===== src/rtl/uv_rst_ctrl.sv =====
// uv_rst_ctrl: merges watchdog, software and debug resets into one stretched system reset with a sticky cause record
module uv_rst_ctrl #(
    parameter int RST_CYCLES  = 16,
    parameter int CNT_W       = 8,
    parameter int SYNC_STAGES = 2
) (
    input  logic       clk,
    input  logic       rst,
    input  logic       wdt_rst_n,
    input  logic       sw_rst_req,
    input  logic       dbg_rst_req,
    input  logic       cause_clr,
    output logic       sys_rst_n,
    output logic [3:0] rst_cause,
    output logic       rst_busy
);
    typedef enum logic [1:0] {IDLE, HOLD, WAIT} state_t;
    localparam logic [CNT_W-1:0] CNT_INIT = CNT_W'(RST_CYCLES - 1);
    state_t                 state_q, state_d;
    logic [CNT_W-1:0]       cnt_q, cnt_d;
    logic [SYNC_STAGES-1:0] sync_q, sync_d;
    logic                   sys_rst_n_q, sys_rst_n_d;
    logic                   rst_busy_q, rst_busy_d;
    logic [3:0]             rst_cause_q, rst_cause_d;
    logic                   wdt_s, ext, any;
    logic [2:0]             trg;
    // synchroniser shift; resets to the inactive level so POR does not look like a watchdog hit
    always_comb sync_d = {sync_q[SYNC_STAGES-2:0], wdt_rst_n};
    // trigger decode; ext holds the reset past the counted window
    always_comb begin
        wdt_s = sync_q[SYNC_STAGES-1];
        trg   = {dbg_rst_req, sw_rst_req, ~wdt_s};
        any   = |trg;
        ext   = ~wdt_s | dbg_rst_req;
    end
    // next state, hold counter and cause record; outputs registered from the next state
    always_comb begin
        state_d     = state_q;
        cnt_d       = cnt_q;
        rst_cause_d = rst_cause_q;
        case (state_q)
            IDLE: begin
                if (any) begin
                    state_d     = HOLD;
                    cnt_d       = CNT_INIT;
                    rst_cause_d = {trg, 1'b0};
                end else if (cause_clr) begin
                    rst_cause_d = '0;
                end
            end
            HOLD: begin
                if (cnt_q == '0) state_d = ext ? WAIT : IDLE;
                else             cnt_d   = cnt_q - 1'b1;
            end
            WAIT:    state_d = ext ? WAIT : IDLE;
            default: state_d = HOLD;
        endcase
        sys_rst_n_d = (state_d == IDLE);
        rst_busy_d  = (state_d != IDLE);
    end
    // state registers; primary reset restarts the full hold sequence
    always_ff @(posedge clk or posedge rst) begin
        if (rst) begin
            state_q     <= HOLD;
            cnt_q       <= CNT_INIT;
            sync_q      <= '1;
            sys_rst_n_q <= 1'b0;
            rst_busy_q  <= 1'b1;
            rst_cause_q <= 4'b0001;
        end else begin
            state_q     <= state_d;
            cnt_q       <= cnt_d;
            sync_q      <= sync_d;
            sys_rst_n_q <= sys_rst_n_d;
            rst_busy_q  <= rst_busy_d;
            rst_cause_q <= rst_cause_d;
        end
    end
    assign sys_rst_n = sys_rst_n_q;
    assign rst_busy  = rst_busy_q;
    assign rst_cause = rst_cause_q;
endmodule


===== config.mk =====
export PLATFORM = sky130hd
export DESIGN_NAME = uv_rst_ctrl
export DESIGN_NICKNAME = d
export VERILOG_FILES = /design/src/rtl/uv_rst_ctrl.sv
export SDC_FILE = /design/constraint.sdc
export NUM_CORES = 1
export LEC_CHECK = 0
export CAP_MARGIN = 20
export CORE_MARGIN = 5
export CORE_UTILIZATION = 30
export CTS_CLUSTER_SIZE = 8
export DETAILED_ROUTE_END_ITERATION = 6
export PLACE_DENSITY = 0.59
export SLEW_MARGIN = 15
export SYNTH_ARGS = -nofsm -noshare
export SYNTH_HDL_FRONTEND = slang
export SYNTH_SLANG_ARGS = --single-unit

===== constraint.sdc =====
create_clock -name clk -period 3.3 [get_ports clk]
set_input_delay 0.66 -clock clk [delete_from_list [all_inputs] [get_ports clk]]
set_output_delay 0.66 -clock clk [all_outputs]
set_load 0.1 [all_outputs]

### Drive-strength map

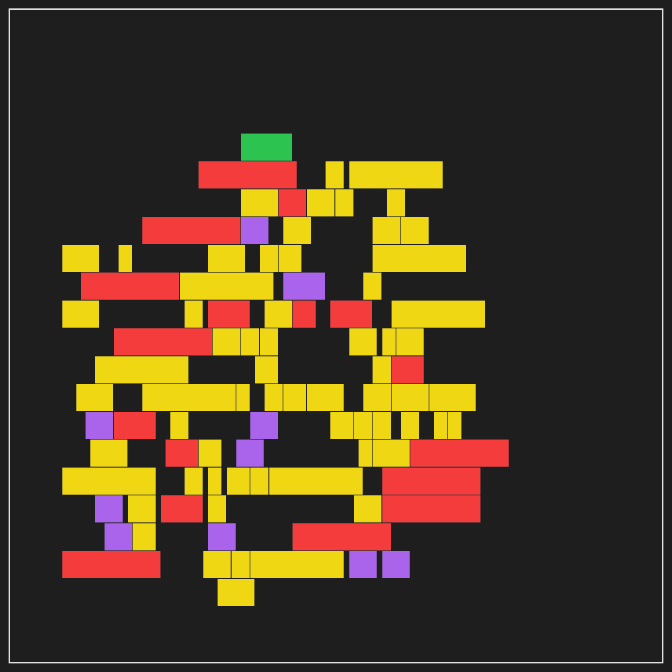
size	color	cells	share
x6 and larger	green	1	1.1%
x2	red	17	18%
x1 and smaller	yellow	64	70%
x3 and x4	purple	10	11%
Layout area overhead: 19.22%
min setup slack post-route: 1.150 ns

### Placement view

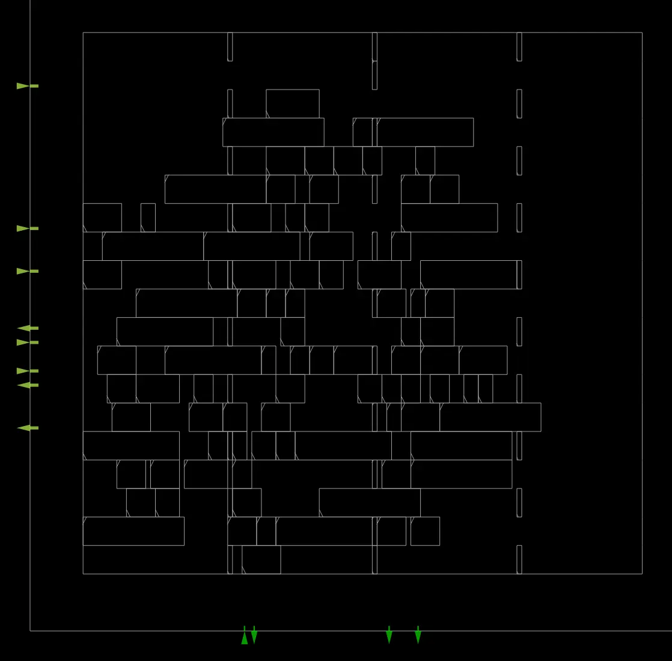
row cnt: 19
final core occ: 0.3743
flop count: 18

### Register map, names as in the netlist

Bar = 20 um. Other sequential cells in the stronger gray, the rest of the logic in the fainter gray.
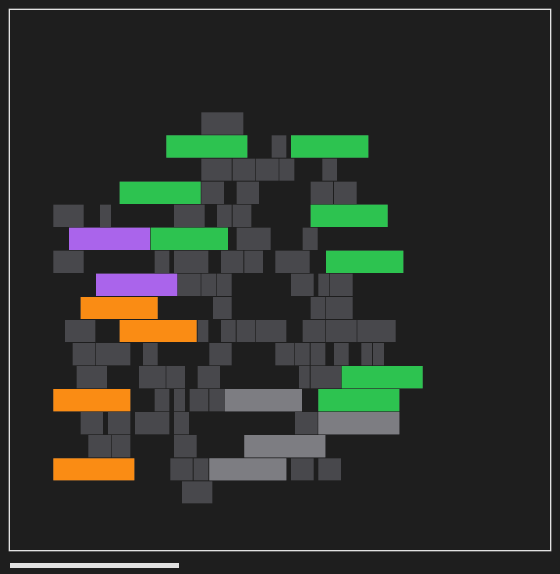
signal	color	sequential cells
sync_q	purple	2
rst_cause	orange	4
cnt_q	green	8
not colored	4
Sequential Area: 461.7 um^2
Seq/total area: 0.4473

### Wiring heat map

13 x 13 tiles, from dark blue (low) to red (high), scaled to the fullest tile. Values are wire area over tile area, all layers added.
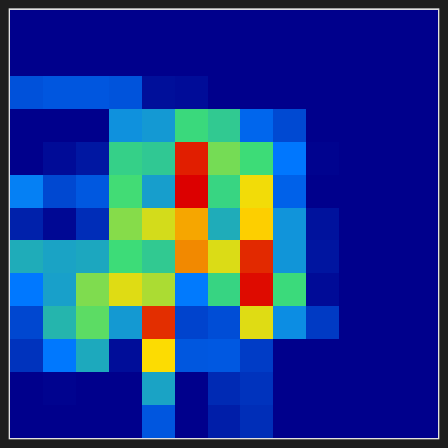
tiles over half the peak	13%
densest ninth of the die	center
fullest tile	0.34
Routed WL: 1549 um
Routed WL per cell: 12.59 um
Via Count: 628
Total GRT Usage: 0.08492

==> worst max-delay path by stage <==
| stage | slack (ns) | from | to | depth (start not counted) |
|---|---|---|---|---|
| finish | 1.15 | dbg_rst_req | rst_cause[2] | 4 |
| global route | 1.06 | dbg_rst_req | rst_cause[2] | 4 |
| CTS | 1.15 | dbg_rst_req | rst_cause[2] | 4 |
| detailed placement | 0.83 | dbg_rst_req | rst_cause[2] | 4 |
| global placement | 0.86 | dbg_rst_req | rst_cause[3] | 4 |
| floorplan | 1.32 | dbg_rst_req | rst_cause[2] | 4 |
==> power groups by stage <==
stage / combinational (W) / clock, W / sequential, W
after floorplan: 0.00000541 / 0 / 0.000227
after global placement: 0.0000132 / 0 / 0.000228
after detailed placement: 0.0000134 / 0 / 0.000228
after CTS: 0.0000134 / 0.000139 / 0.000224
after global routing: 0.0000145 / 0.000150 / 0.000224
final: 0.0000129 / 0.000133 / 0.000224
==> stage by stage <==
step / std cells / utilization
2_1_floorplan: 78 / -
3_3_place_gp: 119 / 0.3612
3_5_place_dp: 119 / 0.3612
4_1_cts: 123 / 0.3743
5_1_grt: 123 / 0.3743
6_report: 123 / 0.3743
==> layer usage <==
layer  part of all wire  global-route usage  wire [um]  up-vias
li1                   -                   -          -      316
met1               0.45             0.09825        696      296
met2               0.48              0.1371        750       12
met3              0.035             0.01776         54        4
met4              0.030             0.06234         47        0
met5                  0                   0          0        -
==> state kept, by name (all words and copies together), names as in the netlist <==
| register | cells |
|---|---|
| rst_busy | 1 |
| state_q | 2 |
| sys_rst_n | 1 |
| rst_cause | 4 |
| cnt_q | 8 |
| sync_q | 2 |
==> layout by cell type (no fill, tap or decap), types with 2 or more instances in the layout <==
cell type and n:
dfrtp_1 9, dfstp_2 9, or3b_2 2, a211oi_1 2, mux2_2 4, or4_1 2
nor3_1 2, nor2b_1 2, buf_4 6, and2_1 2, mux2i_1 3, inv_1 4
o21ai_0 3, nand3b_1 2, clkbuf_4 3, clkdlybuf4s50_1 5, a21boi_0 2, a21oi_1 11
nor2_1 2
==> final cells by class <==
cell class,instances,share of cell area
well taps,31,0.03758
flip-flops and latches,18,0.4473
repair buffers,11,0.09212
inverters,4,0.01455
multi-input cells,55,0.3733
clock buffers,4,0.03515
==> cell families after synthesis <==
group                      count (synthesis)  share of synthesized area
muxes                                      7                    0.08670
adders and majority gates                  1                    0.01445
buffers and inverters                      5                    0.02167
and+or+nand+nor                           24                     0.1850
AOI/OAI and AO/OA                         23                     0.1589
DFF                                       18                     0.5332
==> impl_metrics.env <==
# implementation run metrics
export IMPL_outcome="complete, no violations"
export IMPL_dp_slack_ns=0.8291
export IMPL_die_x_um=63.72
export IMPL_r2r_end="cnt_q[4]"
export IMPL_worst_slew_pin_slew_ns=0.7877
export IMPL_reg2reg_depth=5
export IMPL_netlist_area_um2=865.8
export IMPL_port_buffers=11
export IMPL_overflow=0
export IMPL_power_share_clock=0.360
export IMPL_cts_sinks=18
export IMPL_top_cells_by_count="a21oi_1 (11), dfrtp_1 (9), dfstp_2 (9)"
export IMPL_cts_resized=0
export IMPL_crit_path_top_delay_cell="or3b_2"
export IMPL_worstSetupEndpointType="flop"
export IMPL_synth_most_common_cell="a21oi_1"
export IMPL_yosysWarnings=0
export IMPL_cp_arrival_ns=2.33
export IMPL_power_frac_seq=0.605
export IMPL_drc=0
export IMPL_nFillCells=282
export IMPL_min_period_over_period=0.6514
export IMPL_cts_hold_buffers=0
export IMPL_timing_setup_tns_ns=0
export IMPL_top_area_frac=0.2731
export IMPL_period_needed_ns=2.150
export IMPL_ant_nets=0
export IMPL_antenna_found_initial=0
export IMPL_drv_slew=0
export IMPL_comb_power_share=0.035
export IMPL_cp_required_ns=3.48
export IMPL_netlist_cell_type_count=33
Power is estimated from default activity; no workload was simulated.
